--- config.mk ---
export PLATFORM = sky130hd
export DESIGN_NAME = iopmp_tlul_reg_if_flat
export DESIGN_NICKNAME = d
export VERILOG_FILES = /design/src/rtl/iopmp_tlul_reg_if_if.sv /design/src/rtl/iopmp_tlul_reg_if.sv /design/src/flat_wrapper.sv
export SDC_FILE = /design/constraint.sdc
export NUM_CORES = 1
export LEC_CHECK = 0
export CORE_MARGIN = 2
export CORE_UTILIZATION = 35
export CTS_CLUSTER_DIAMETER = 120
export DETAILED_ROUTE_END_ITERATION = 8
export GPL_TIMING_DRIVEN = 1
export PLACE_DENSITY_LB_ADDON = 0.15
export SYNTH_ARGS = -nofsm -noshare
export SYNTH_HDL_FRONTEND = slang
export SYNTH_SLANG_ARGS = --single-unit
--- constraint.sdc ---
create_clock -name clk -period 1.7 [get_ports clk]
set_input_delay 0.51 -clock clk [delete_from_list [all_inputs] [get_ports clk]]
set_output_delay 0.51 -clock clk [all_outputs]
set_load 0.05 [all_outputs]
--- src/rtl/iopmp_tlul_reg_if_if.sv ---
// TL-UL A/D channel bundle plus the register-file side of the IOPMP reg adapter.
// master = TL host / register file view, slave = the adapter itself.
interface iopmp_tlul_reg_if_if #(
  parameter int AddrWidth   = 12,
  parameter int SourceWidth = 8
);
  logic                   a_valid;
  logic [2:0]             a_opcode;
  logic [1:0]             a_size;
  logic [SourceWidth-1:0] a_source;
  logic [AddrWidth-1:0]   a_address;
  logic [3:0]             a_mask;
  logic [31:0]            a_data;
  logic                   a_ready;

  logic                   d_valid;
  logic [2:0]             d_opcode;
  logic [1:0]             d_size;
  logic [SourceWidth-1:0] d_source;
  logic [31:0]            d_data;
  logic                   d_error;
  logic                   d_ready;

  logic                   reg_we;
  logic                   reg_re;
  logic [AddrWidth-1:0]   reg_addr;
  logic [31:0]            reg_wdata;
  logic [31:0]            reg_rdata;
  logic                   reg_error;

  modport slave (
    input  a_valid, a_opcode, a_size, a_source, a_address, a_mask, a_data,
    output a_ready,
    output d_valid, d_opcode, d_size, d_source, d_data, d_error,
    input  d_ready,
    output reg_we, reg_re, reg_addr, reg_wdata,
    input  reg_rdata, reg_error
  );

  modport master (
    output a_valid, a_opcode, a_size, a_source, a_address, a_mask, a_data,
    input  a_ready,
    input  d_valid, d_opcode, d_size, d_source, d_data, d_error,
    output d_ready,
    input  reg_we, reg_re, reg_addr, reg_wdata,
    output reg_rdata, reg_error
  );
endinterface

--- src/rtl/iopmp_tlul_reg_if.sv ---
// TL-UL to register-strobe adapter, one transaction in flight: accept N, strobe N+1, D valid N+2.
// Backpressure: a_ready only in IDLE; a stalled d_ready holds the response and blocks new requests.
module iopmp_tlul_reg_if #(
  parameter int AddrWidth   = 12,
  parameter int SourceWidth = 8
) (
  input logic              clk,
  input logic              rst,
  iopmp_tlul_reg_if_if.slave bus
);

  typedef enum logic [1:0] {IDLE, ACCESS, RESP} state_t;

  typedef struct packed {
    logic [2:0]             opcode;
    logic [1:0]             size;
    logic [SourceWidth-1:0] source;
    logic [AddrWidth-1:0]   address;
    logic [3:0]             mask;
    logic [31:0]            data;
  } req_t;

  localparam logic [2:0] OpPutFull       = 3'd0;
  localparam logic [2:0] OpPutPartial    = 3'd1;
  localparam logic [2:0] OpGet           = 3'd4;
  localparam logic [2:0] OpAccessAck     = 3'd0;
  localparam logic [2:0] OpAccessAckData = 3'd1;

  function automatic logic f_is_put(input req_t r);
    return (r.opcode == OpPutFull) || (r.opcode == OpPutPartial);
  endfunction

  // Registers are word-wide only, so sub-word Puts are rejected rather than merged.
  function automatic logic f_illegal(input req_t r);
    logic bad_op;
    bad_op = !(f_is_put(r) || (r.opcode == OpGet));
    return bad_op || (r.size != 2'd2) || (r.address[1:0] != 2'b00) ||
           (f_is_put(r) && (r.mask != 4'hF));
  endfunction

  state_t                 r_state;
  req_t                   r_req;
  logic                   r_a_ready;
  logic                   r_reg_we;
  logic                   r_reg_re;
  logic                   r_d_valid;
  logic [2:0]             r_d_opcode;
  logic [1:0]             r_d_size;
  logic [SourceWidth-1:0] r_d_source;
  logic [31:0]            r_d_data;
  logic                   r_d_error;

  req_t                   w_a_req;
  logic                   w_a_illegal;
  logic                   w_req_illegal;
  logic                   w_acc_error;

  always_comb begin
    w_a_req         = '0;
    w_a_req.opcode  = bus.a_opcode;
    w_a_req.size    = bus.a_size;
    w_a_req.source  = bus.a_source;
    w_a_req.address = bus.a_address;
    w_a_req.mask    = bus.a_mask;
    w_a_req.data    = bus.a_data;
  end

  assign w_a_illegal   = f_illegal(w_a_req);
  assign w_req_illegal = f_illegal(r_req);
  assign w_acc_error   = w_req_illegal || bus.reg_error;

  always_ff @(posedge clk) begin
    if (!rst) begin
      r_state    <= IDLE;
      r_req      <= '0;
      r_a_ready  <= 1'b0;
      r_reg_we   <= 1'b0;
      r_reg_re   <= 1'b0;
      r_d_valid  <= 1'b0;
      r_d_opcode <= '0;
      r_d_size   <= '0;
      r_d_source <= '0;
      r_d_data   <= '0;
      r_d_error  <= 1'b0;
    end else begin
      case (r_state)
        IDLE: begin
          r_a_ready <= 1'b1;
          if (bus.a_valid && r_a_ready) begin
            r_req     <= w_a_req;
            r_a_ready <= 1'b0;
            r_reg_we  <= f_is_put(w_a_req) && !w_a_illegal;
            r_reg_re  <= (w_a_req.opcode == OpGet) && !w_a_illegal;
            r_state   <= ACCESS;
          end
        end
        ACCESS: begin
          r_reg_we   <= 1'b0;
          r_reg_re   <= 1'b0;
          r_d_valid  <= 1'b1;
          r_d_opcode <= (r_req.opcode == OpGet) ? OpAccessAckData : OpAccessAck;
          r_d_size   <= r_req.size;
          r_d_source <= r_req.source;
          r_d_error  <= w_acc_error;
          r_d_data   <= ((r_req.opcode == OpGet) && !w_acc_error) ? bus.reg_rdata : 32'h0;
          r_state    <= RESP;
        end
        RESP: begin
          if (bus.d_ready) begin
            r_d_valid <= 1'b0;
            r_a_ready <= 1'b1;
            r_state   <= IDLE;
          end
        end
        default: r_state <= IDLE;
      endcase
    end
  end

  assign bus.a_ready   = r_a_ready;
  assign bus.d_valid   = r_d_valid;
  assign bus.d_opcode  = r_d_opcode;
  assign bus.d_size    = r_d_size;
  assign bus.d_source  = r_d_source;
  assign bus.d_data    = r_d_data;
  assign bus.d_error   = r_d_error;
  assign bus.reg_we    = r_reg_we;
  assign bus.reg_re    = r_reg_re;
  assign bus.reg_addr  = {r_req.address[AddrWidth-1:2], 2'b00};
  assign bus.reg_wdata = r_req.data;

endmodule

--- src/flat_wrapper.sv ---
// flat-port wrapper written by rule: the top's interface ports become plain ports
module iopmp_tlul_reg_if_flat 
#(
  parameter int AddrWidth   = 12,
  parameter int SourceWidth = 8
)
  (clk, rst, bus_a_valid, bus_a_opcode, bus_a_size, bus_a_source, bus_a_address, bus_a_mask, bus_a_data, bus_a_ready, bus_d_valid, bus_d_opcode, bus_d_size, bus_d_source, bus_d_data, bus_d_error, bus_d_ready, bus_reg_we, bus_reg_re, bus_reg_addr, bus_reg_wdata, bus_reg_rdata, bus_reg_error);
  iopmp_tlul_reg_if_if #(.AddrWidth(AddrWidth), .SourceWidth(SourceWidth)) bus_i ();
  input logic clk;
  input logic rst;
  input wire logic [$bits(bus_i.a_valid)-1:0] bus_a_valid;
  input wire logic [$bits(bus_i.a_opcode)-1:0] bus_a_opcode;
  input wire logic [$bits(bus_i.a_size)-1:0] bus_a_size;
  input wire logic [$bits(bus_i.a_source)-1:0] bus_a_source;
  input wire logic [$bits(bus_i.a_address)-1:0] bus_a_address;
  input wire logic [$bits(bus_i.a_mask)-1:0] bus_a_mask;
  input wire logic [$bits(bus_i.a_data)-1:0] bus_a_data;
  output wire logic [$bits(bus_i.a_ready)-1:0] bus_a_ready;
  output wire logic [$bits(bus_i.d_valid)-1:0] bus_d_valid;
  output wire logic [$bits(bus_i.d_opcode)-1:0] bus_d_opcode;
  output wire logic [$bits(bus_i.d_size)-1:0] bus_d_size;
  output wire logic [$bits(bus_i.d_source)-1:0] bus_d_source;
  output wire logic [$bits(bus_i.d_data)-1:0] bus_d_data;
  output wire logic [$bits(bus_i.d_error)-1:0] bus_d_error;
  input wire logic [$bits(bus_i.d_ready)-1:0] bus_d_ready;
  output wire logic [$bits(bus_i.reg_we)-1:0] bus_reg_we;
  output wire logic [$bits(bus_i.reg_re)-1:0] bus_reg_re;
  output wire logic [$bits(bus_i.reg_addr)-1:0] bus_reg_addr;
  output wire logic [$bits(bus_i.reg_wdata)-1:0] bus_reg_wdata;
  input wire logic [$bits(bus_i.reg_rdata)-1:0] bus_reg_rdata;
  input wire logic [$bits(bus_i.reg_error)-1:0] bus_reg_error;
  assign bus_i.a_valid = bus_a_valid;
  assign bus_i.a_opcode = bus_a_opcode;
  assign bus_i.a_size = bus_a_size;
  assign bus_i.a_source = bus_a_source;
  assign bus_i.a_address = bus_a_address;
  assign bus_i.a_mask = bus_a_mask;
  assign bus_i.a_data = bus_a_data;
  assign bus_a_ready = bus_i.a_ready;
  assign bus_d_valid = bus_i.d_valid;
  assign bus_d_opcode = bus_i.d_opcode;
  assign bus_d_size = bus_i.d_size;
  assign bus_d_source = bus_i.d_source;
  assign bus_d_data = bus_i.d_data;
  assign bus_d_error = bus_i.d_error;
  assign bus_i.d_ready = bus_d_ready;
  assign bus_reg_we = bus_i.reg_we;
  assign bus_reg_re = bus_i.reg_re;
  assign bus_reg_addr = bus_i.reg_addr;
  assign bus_reg_wdata = bus_i.reg_wdata;
  assign bus_i.reg_rdata = bus_reg_rdata;
  assign bus_i.reg_error = bus_reg_error;
  iopmp_tlul_reg_if #(.AddrWidth(AddrWidth), .SourceWidth(SourceWidth)) u_core (.clk(clk), .rst(rst), .bus(bus_i));
endmodule
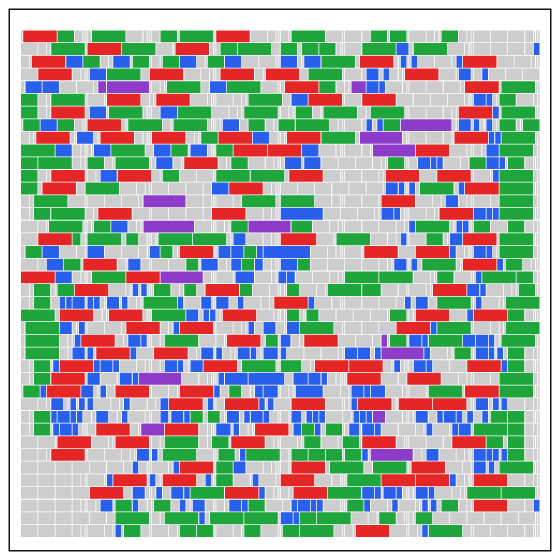
Fig. 1. Cell classes on the final placement.
Fill, decap, tap and diode cells in grey.
colour	class	cells
red	flops	111
purple	clock drivers and dummy loads	16
green	other buffers and delay cells	209
blue	all other logic	284

==> out/qor.yml <==
pg_seq_w: 0.00276
grt.total_usage_pct: 17.02
grt_most_used_layer: "met2"
internal_power_w: 0.004557
yosys_area_mm2: 0.004375
grt_pass1_wl_um: 18060
grt_overflow: 0
antenna_cells: 0
mux_area_share_pct: 0
ir_worst_vdd_mv: 0.4138
ys_cells: 473
grt_use_met1_pct: 20.66
seqPwrFrac_pct: 45.6
grtUsageMet3_pct: 4.498
synth.top_cell.area_share_pct: 50.79
via_per_inst: 4.636
synth.top_cells.by_count: "143 x nand2_1, 111 x dfxtp_1, 72 x a21boi_0"
h-tree-depth: 3
synth-edff-count: 0
hold_depth: 2
placed_cell_area_mm2: 0.007122
avgSynthCellArea_um2: 9.250
drtIter0Drc: 190
final_area_mm2: 0.007463
drt-total-wl_um: 11350
globalRouteMet2Util_pct: 29.01
syn-cell-area_mm2: 0.004375
tns_ns: 0
outcome: "finished clean"
holdBufCountCts: 0
tritoncts: "yes"
first_global_vias: 3685
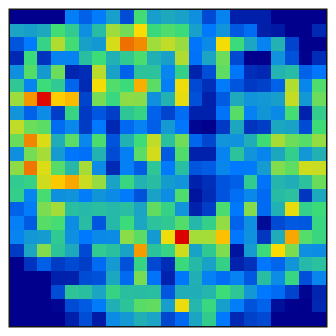
Fig. 2. Routed metal per tile.
23 x 23 tiles, from dark blue (low) to red (high), scaled to the fullest tile. Values are wire area over tile area, all layers added.
emptiest ninth of the die	bottom left
nearly empty tiles	7.4%
mean over tiles	0.14
tiles over half the peak	21%
fullest tile	0.40

final cells by class:
cell class	instances	area, um2
clock buffers	11	242.7
repair buffers	209	3004
fillers	1029	4648
well taps	168	210.2
inverters	4	15.01
multi-input cells	280	1687
flip-flops and latches	111	2223
clock inverters	5	81.33
worst max-delay path, stage by stage (launching register included):
cell	delay, ns
dfxtp_1	0.31
or4b_4	0.55
nor4_4	0.28
buf_12	0.23
a32o_1	0.19
per-layer routing:
metal / vias up / share of wire, % / routed length [um]
met5: - / 0 / 0
met4: 0 / 1.8 / 200
met3: 13 / 6.6 / 754
met2: 111 / 50 / 5624
met1: 1696 / 42 / 4768
li1: 1833 / - / -
timing repair:
item / CTS / global route
buffers inserted: 0 / 0
pin swaps: 0 / 4
resized: 2 / 3
endpoints found under the setup margin: 2 / 71
